`config.mk`:
```
export PLATFORM = sky130hd
export DESIGN_NAME = datapath_seq_ctrl
export DESIGN_NICKNAME = d
export VERILOG_FILES = /design/src/rtl/datapath_seq_pkg.sv /design/src/rtl/datapath_seq_ctrl.sv
export SDC_FILE = /design/constraint.sdc
export NUM_CORES = 1
export LEC_CHECK = 0
export ABC_AREA = 1
export CAP_MARGIN = 20
export CORE_MARGIN = 1.5
export CORE_UTILIZATION = 37
export DETAILED_ROUTE_END_ITERATION = 6
export PLACE_DENSITY_LB_ADDON = 0.05
export SETUP_SLACK_MARGIN = 0.3
export SYNTH_ARGS = -nofsm -noshare
export SYNTH_HDL_FRONTEND = slang
export SYNTH_SLANG_ARGS = --single-unit
export TNS_END_PERCENT = 1
```
`constraint.sdc`:
```
create_clock -name CLK -period 1.2 [get_ports CLK]
set_clock_uncertainty 0.05 [all_clocks]
set_input_delay 0.18 -clock CLK [delete_from_list [all_inputs] [get_ports CLK]]
set_output_delay 0.18 -clock CLK [all_outputs]
set_load 0.05 [all_outputs]
```
`src/rtl/datapath_seq_pkg.sv`:
```
`default_nettype none
// ============================================================================
// Module      : datapath_seq_pkg
// Description : Shared types and constants for the datapath sequencing
//               controller: FSM state encoding, default nibble count and the
//               ALU mode type driven onto the datapath MS pins.
// Revision    : 1.0 - initial release
// ============================================================================
package datapath_seq_pkg;

    // Number of 4-bit nibbles that make up one 16-bit operand.
    localparam int NIBBLES_DEF = 4;

    // 3-bit ALU mode as presented to the datapath MS input.
    typedef logic [2:0] alu_mode_t;

    // Controller states, 3-bit encoding.
    typedef enum logic [2:0] {
        ST_IDLE    = 3'd0,
        ST_LOAD_A  = 3'd1,
        ST_LOAD_B  = 3'd2,
        ST_SETTLE  = 3'd3,
        ST_CAPTURE = 3'd4,
        ST_DONE    = 3'd5
    } state_t;

endpackage : datapath_seq_pkg
`default_nettype wire

```
`src/rtl/datapath_seq_ctrl.sv`:
```
`default_nettype none
// ============================================================================
// Module      : datapath_seq_ctrl
// Description : Sequencing controller for the 16-bit register/ALU datapath.
//               Accepts a start command with an ALU mode, shifts two operands
//               into the datapath one nibble at a time (MS nibble first),
//               waits for the ALU to settle, captures the result and pulses
//               result_valid for one cycle.
// Ports       : CLK, RST          - clock (rising edge), async active-high reset
//               start, op, abort  - command strobe, ALU mode, synchronous abort
//               key_valid/key_data/key_ready - nibble source handshake
//               dp_din, dp_we, dp_w1, dp_level, dp_ms - registered datapath
//                                   control (Din, WE, W1, level, MS)
//               alu_out           - combinational ALU result from datapath
//               result, result_valid - captured result and completion pulse
//               busy              - high whenever not IDLE
// Revision    : 1.0 - initial release
// ============================================================================
module datapath_seq_ctrl
    import datapath_seq_pkg::*;
#(
    parameter int NIBBLES = NIBBLES_DEF,
    parameter int W       = 4 * NIBBLES   // must equal 4*NIBBLES
) (
    input  logic         CLK,
    input  logic         RST,
    input  logic         start,
    input  logic [2:0]   op,
    input  logic         abort,
    input  logic         key_valid,
    input  logic [3:0]   key_data,
    output logic         key_ready,
    output logic [3:0]   dp_din,
    output logic         dp_we,
    output logic         dp_w1,
    output logic         dp_level,
    output logic [2:0]   dp_ms,
    input  logic [W-1:0] alu_out,
    output logic [W-1:0] result,
    output logic         result_valid,
    output logic         busy
);

    localparam int                 c_CNT_W = (NIBBLES > 1) ? $clog2(NIBBLES) : 1;
    localparam logic [c_CNT_W-1:0] c_LAST  = c_CNT_W'(NIBBLES - 1);
    localparam logic [c_CNT_W-1:0] c_ONE   = c_CNT_W'(1);

    state_t             r_state;
    state_t             w_state_nxt;
    logic [c_CNT_W-1:0] r_cnt;
    logic               w_accept;
    logic               w_last;
    logic               w_start_ok;

    assign key_ready    = (r_state == ST_LOAD_A) || (r_state == ST_LOAD_B);
    assign w_accept     = key_valid && key_ready;
    assign w_last       = (r_cnt == c_LAST);
    // abort beats start even in IDLE, so a simultaneous start is dropped.
    assign w_start_ok   = (r_state == ST_IDLE) && start && !abort;
    assign busy         = (r_state != ST_IDLE);
    assign result_valid = (r_state == ST_DONE);

    // ------------------------------------------------------------------
    // State register
    // ------------------------------------------------------------------
    always_ff @(posedge CLK or posedge RST) begin
        if (RST) begin
            r_state <= ST_IDLE;
        end else begin
            r_state <= w_state_nxt;
        end
    end

    // ------------------------------------------------------------------
    // Next-state logic
    // ------------------------------------------------------------------
    always_comb begin
        w_state_nxt = r_state;
        if (abort) begin
            w_state_nxt = ST_IDLE;
        end else begin
            case (r_state)
                ST_IDLE:    if (start)              w_state_nxt = ST_LOAD_A;
                ST_LOAD_A:  if (w_accept && w_last) w_state_nxt = ST_LOAD_B;
                ST_LOAD_B:  if (w_accept && w_last) w_state_nxt = ST_SETTLE;
                // SETTLE lets the last B write land; CAPTURE then sees a
                // full cycle of settled alu_out before sampling it.
                ST_SETTLE:  w_state_nxt = ST_CAPTURE;
                ST_CAPTURE: w_state_nxt = ST_DONE;
                ST_DONE:    w_state_nxt = ST_IDLE;
                default:    w_state_nxt = ST_IDLE;
            endcase
        end
    end

    // ------------------------------------------------------------------
    // Nibble counter, registered datapath controls and result holding
    // ------------------------------------------------------------------
    always_ff @(posedge CLK or posedge RST) begin
        if (RST) begin
            r_cnt    <= '0;
            dp_din   <= 4'd0;
            dp_we    <= 1'b0;
            dp_w1    <= 1'b0;
            dp_level <= 1'b0;
            dp_ms    <= 3'd0;
            result   <= '0;
        end else begin
            // Write strobe is a single-cycle pulse per accepted nibble.
            dp_we    <= 1'b0;
            dp_level <= 1'b0;

            if (abort || w_start_ok) begin
                r_cnt <= '0;
            end else if (w_accept) begin
                r_cnt <= w_last ? '0 : (r_cnt + c_ONE);
            end

            if (!abort && w_accept) begin
                dp_din   <= key_data;
                dp_we    <= 1'b1;
                dp_level <= 1'b1;
                dp_w1    <= (r_state == ST_LOAD_B);
            end

            // op is latched only on an accepted start so MS is stable for
            // the whole run.
            if (w_start_ok) begin
                dp_ms <= op;
            end

            if (!abort && (r_state == ST_CAPTURE)) begin
                result <= alu_out;
            end
        end
    end

endmodule : datapath_seq_ctrl
`default_nettype wire
```
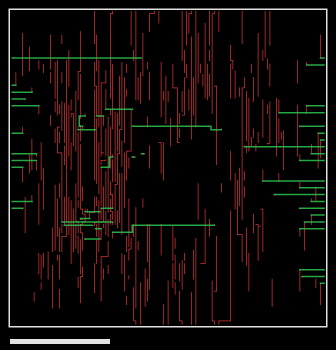
**Above:** run 1 (metal layers overlaid).
The bar under the picture is 20 um long. Only two layers are drawn.
Key: green = met3 [wire length 245 um]; red = met2 [wire length 1750 um]

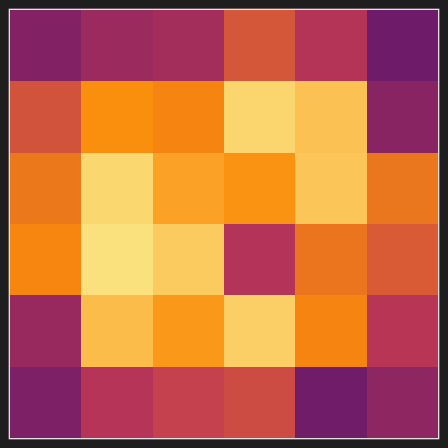
**Above:** run 1 (cell area per tile).
The die is cut into 6 by 6 equal tiles; black is low, pale yellow is high, 0 to 100% covered.
33% of the tiles are over 75% full. The densest ninth of the die: middle left. The mean over all tiles is 63%. The fullest tile reaches 94%.
fp_density: 39.2%
core area: 3390 um2
Util after Layout: 74.9%

==> flow_metrics.py, run 1 <==
# Auto-generated metrics
metrics = {
    "run_status": {
        "status": "finished with violations",
        "violations": "negative setup slack",
    },
    "place": {
        "placed_area_um2": 2340,
    },
    "synth": {
        "synth_area_um2": 1330,
        "synthTopCellsByArea": "dfrtp_1 56%, nand2_1 13%, inv_1 7.1%",
        "synthSimpleGateAreaFrac_pct": 24.5,
        "top_cell": "nand2_1",
        "synth_xor_xnor_area_share_pct": 0,
        "yosysSeqAreaShare_pct": 56.4,
    },
    "clock_tree": {
        "hold_buffers": 0,
        "cts.htree.levels": 2,
        "clkLatencyLatePin_ps": 330,
    },
    "setup_path": {
        "cp.depth": 4,
        "required_ps": 970,
        "criticalPathCategory": "reg2out",
    },
    "route": {
        "wl_per_cell_um": 12.2,
        "m1WireLength_um": 1370,
        "met3_length_um": 245,
    },
    "final_timing": {
        "finalCritPeriodShare_pct": 125,
        "layout_setup_ws_ps": -300,
        "worst_pin_slew_ps": 250,
        "final-setup-viol-count": 32,
    },
    "die": {
        "die_y_um": 63.0,
    },
    "worst_hold_path": {
        "hold_path_class": "in2async",
    },
    "grt": {
        "overflow": 0,
    },
}
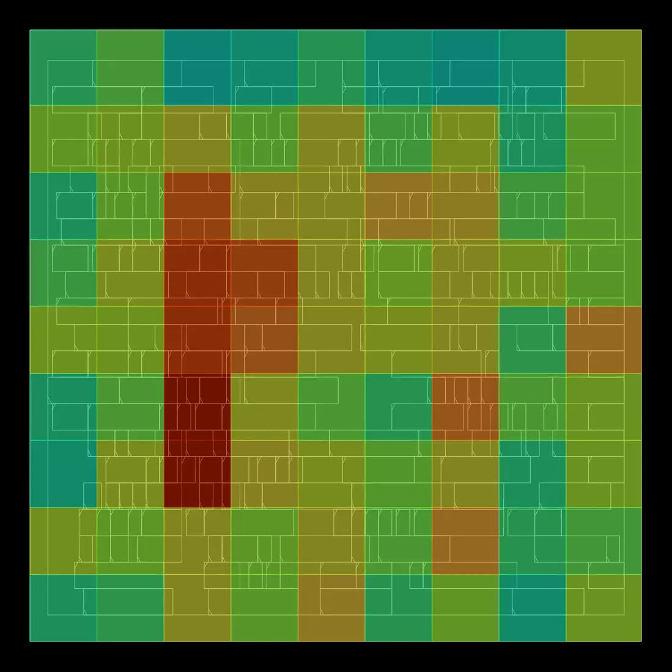
**Above:** run 1 (routing congestion map).
GR Util met3: 6.31%
Total GRT Usage: 18.8%
met1 Use GR: 22.7%
GRT met2 Usage: 30.9%

==> run 1 -> run 2 <==
--- a/config.mk
+++ b/config.mk
@@ -7,7 +7,6 @@
 export LEC_CHECK = 0
 export ABC_AREA = 1
 export CAP_MARGIN = 20
-export CORE_MARGIN = 1.5
 export CORE_UTILIZATION = 37
 export DETAILED_ROUTE_END_ITERATION = 6
 export PLACE_DENSITY_LB_ADDON = 0.05
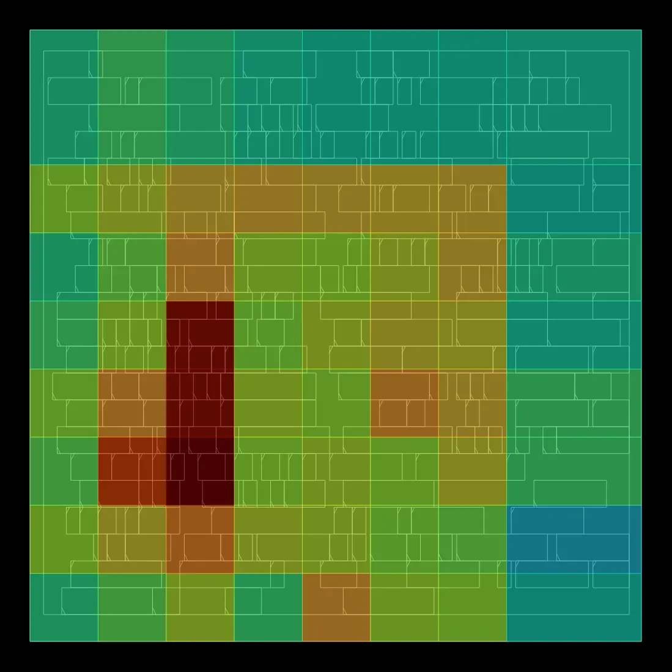
**Above:** run 2 (routing congestion map).
Util after Layout: 73.1%
DR WL/cell: 12.2 um

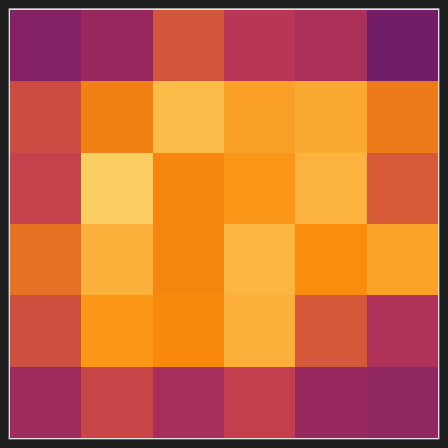
**Above:** run 2 (cell area per tile).
The die is cut into 6 by 6 equal tiles; black is low, pale yellow is high, 0 to 100% covered.
The fullest tile reaches 89%. 33% of the tiles are over 75% full. The mean over all tiles is 63%.

==> run 2 against run 1 <==
The run still ends with negative setup slack left; worst setup slack got worse by 11 ps; utilization decreased by 1.8 points; wire length decreased by 2.2%; highest routed layer unchanged.
==> flow_metrics.py, run 2 <==
# Auto-generated metrics
metrics = {
    "run_status": {
        "status": "finished with violations",
        "violations": "negative setup slack",
    },
    "layout": {
        "clk_share_pct": 3.13,
        "fillers": 241,
    },
    "synth": {
        "synthSimpleGateAreaFrac_pct": 24.5,
        "synth_area_um2": 1330,
        "synthTopCellsByArea": "dfrtp_1 56%, nand2_1 13%, inv_1 7.1%",
        "synth_xor_xnor_area_share_pct": 0,
        "yosys.area.top_type": "dfrtp_1",
        "mux_area_share_pct": 0,
        "top_cell": "nand2_1",
    },
    "die": {
        "core_area_um2": 3390,
        "initCoreUtil_pct": 39.2,
    },
    "worst_hold_path": {
        "hold_path_class": "in2async",
    },
    "place": {
        "placed_area_um2": 2330,
    },
    "final_timing": {
        "layout_setup_ws_ps": -312,
        "worst_pin_slew_ps": 214,
        "final-setup-viol-count": 32,
        "finalCritPeriodShare_pct": 126,
    },
    "grt": {
        "grtUsageTotal_pct": 19.9,
        "overflow": 0,
        "grtUsageMet2_pct": 33.3,
        "gr-usage-met3_pct": 6.00,
    },
    "route": {
        "met3_length_um": 177,
        "m1WireLength_um": 1380,
    },
    "pwr": {
        "vdd_drop_max_uv": 998,
        "power_frac_seq_pct": 34.9,
    },
    "setup_path": {
        "criticalPathCategory": "reg2out",
        "cp.depth": 4,
        "required_ps": 970,
    },
    "clock_tree": {
        "cts.htree.levels": 2,
        "hold_buffers": 0,
        "clkLatencyLatePin_ps": 340,
    },
}
==> run 2 -> run 3 <==
--- a/config.mk
+++ b/config.mk
@@ -7,6 +7,7 @@
 export LEC_CHECK = 0
 export ABC_AREA = 1
 export CAP_MARGIN = 20
+export CORE_MARGIN = 5
 export CORE_UTILIZATION = 37
 export DETAILED_ROUTE_END_ITERATION = 6
 export PLACE_DENSITY_LB_ADDON = 0.05
==> constraint.sdc (replaced) <==
create_clock -name CLK -period 1.35 [get_ports CLK]
set_clock_uncertainty 0.05 [all_clocks]
set_input_delay 0.2025 -clock CLK [delete_from_list [all_inputs] [get_ports CLK]]
set_output_delay 0.2025 -clock CLK [all_outputs]
set_load 0.05 [all_outputs]
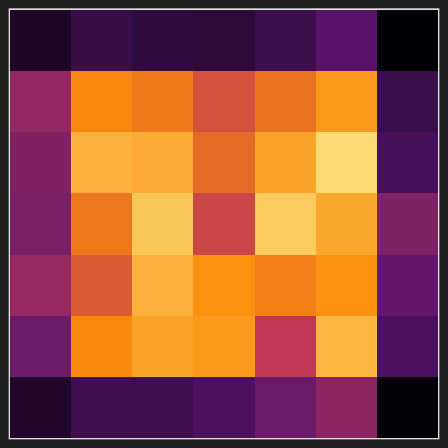
**Above:** run 3 (cell area per tile).
The die is cut into 7 by 7 equal tiles; black is low, pale yellow is high, 0 to 100% covered.
The mean over all tiles is 49%. 4.1% of the tiles are nearly empty. The fullest tile reaches 92%.

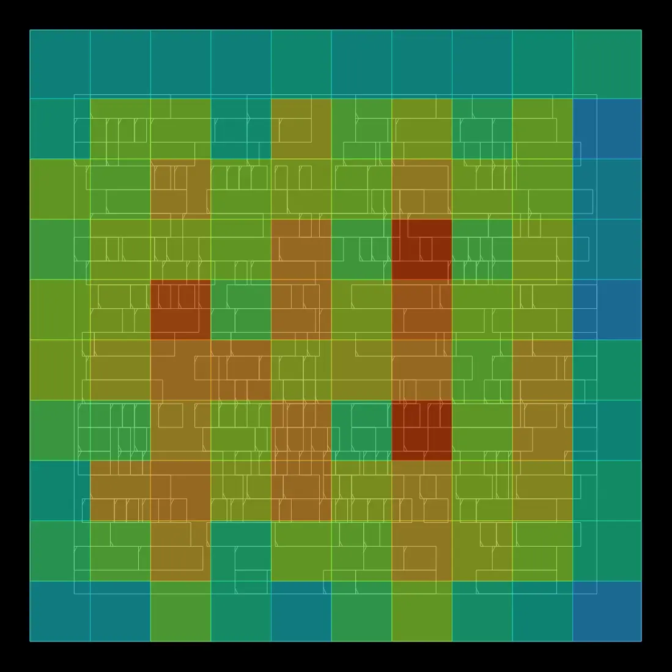
**Above:** run 3 (routing congestion map).
Total GRT Usage: 15.2%
GRT met2 Usage: 25.7%
busiest grt layer: met2
GR Util met3: 6.46%

==> run 3 against run 2 <==
The flow still finishes with violations (negative setup slack); hold slack improved by 32 ps; first-iteration DRC count decreased by 32%; sequential power decreased by about 10%; clock power decreased by 27%; design area decreased by 1.7%; critical endpoint is now result_valid; largest power group unchanged; highest routed layer unchanged.
==> flow_metrics.py, run 3 <==
# Auto-generated metrics
metrics = {
    "route": {
        "wl_per_cell_um": 12.3,
        "antenna_left": 0,
        "vias": 1262,
        "m1WireLength_um": 1310,
    },
    "pwr": {
        "powerSeq_mw": 1.18,
        "power_frac_seq_pct": 36.3,
        "vdd_drop_max_uv": 828,
    },
    "layout": {
        "fin_util_pct": 71.4,
        "layout.non_clock_buffers": 68,
        "fillers": 257,
        "clk_share_pct": 2.62,
    },
    "die": {
        "initCoreUtil_pct": 38.9,
        "die_y_um": 70.0,
        "core_area_um2": 3420,
    },
    "grt": {
        "use_met1_pct": 16.4,
    },
    "run_status": {
        "status": "finished with violations",
        "violations": "negative setup slack",
    },
    "worst_hold_path": {
        "hold_path_class": "in2async",
    },
    "setup_path": {
        "required_ps": 1100,
        "cp.depth": 4,
        "criticalPathCategory": "reg2out",
    },
    "clock_tree": {
        "hold_buffers": 0,
        "cts.htree.levels": 2,
    },
    "synth": {
        "synth_xor_xnor_area_share_pct": 0,
        "synthSimpleGateAreaFrac_pct": 24.5,
        "top_cell": "nand2_1",
        "synth_area_um2": 1330,
        "yosys.area.top_type": "dfrtp_1",
        "yosysSeqAreaShare_pct": 56.4,
    },
    "final_timing": {
        "worst_pin_slew_ps": 295,
        "finalCritPeriodShare_pct": 114,
        "layout_setup_ws_ps": -193,
        "final-setup-viol-count": 6,
    },
    "place": {
        "placed_area_um2": 2330,
    },
}

==> screenshots <==
Sequential cells coloured by netlist name.
The bar under the picture is 20 um long. Other sequential cells in the stronger grey, the rest of the logic in the fainter grey.
image #1
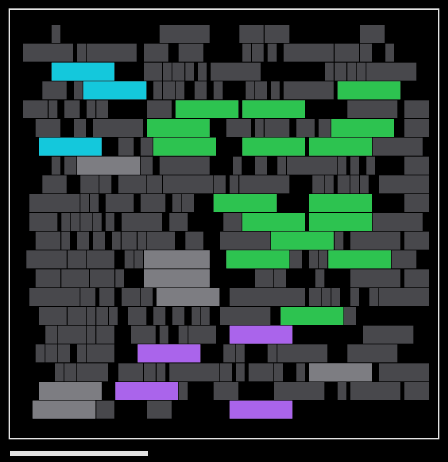
image #2
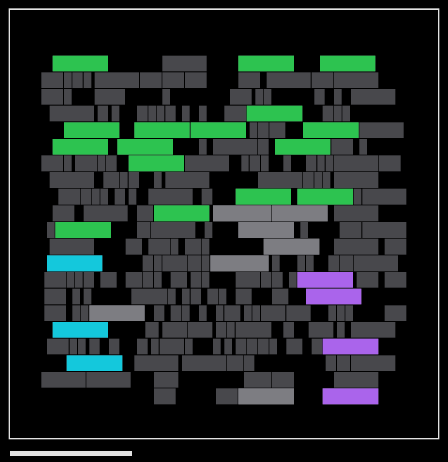
For run 2, see image #1.
For run 3, see image #2.

Key to image #1:
Key: cyan = dp_ms [sequential cells 3]; purple = dp_din [sequential cells 4, where bottom centre]; green = result [sequential cells 16]

No activity file was given, so power comes from the tool's default toggle rates.
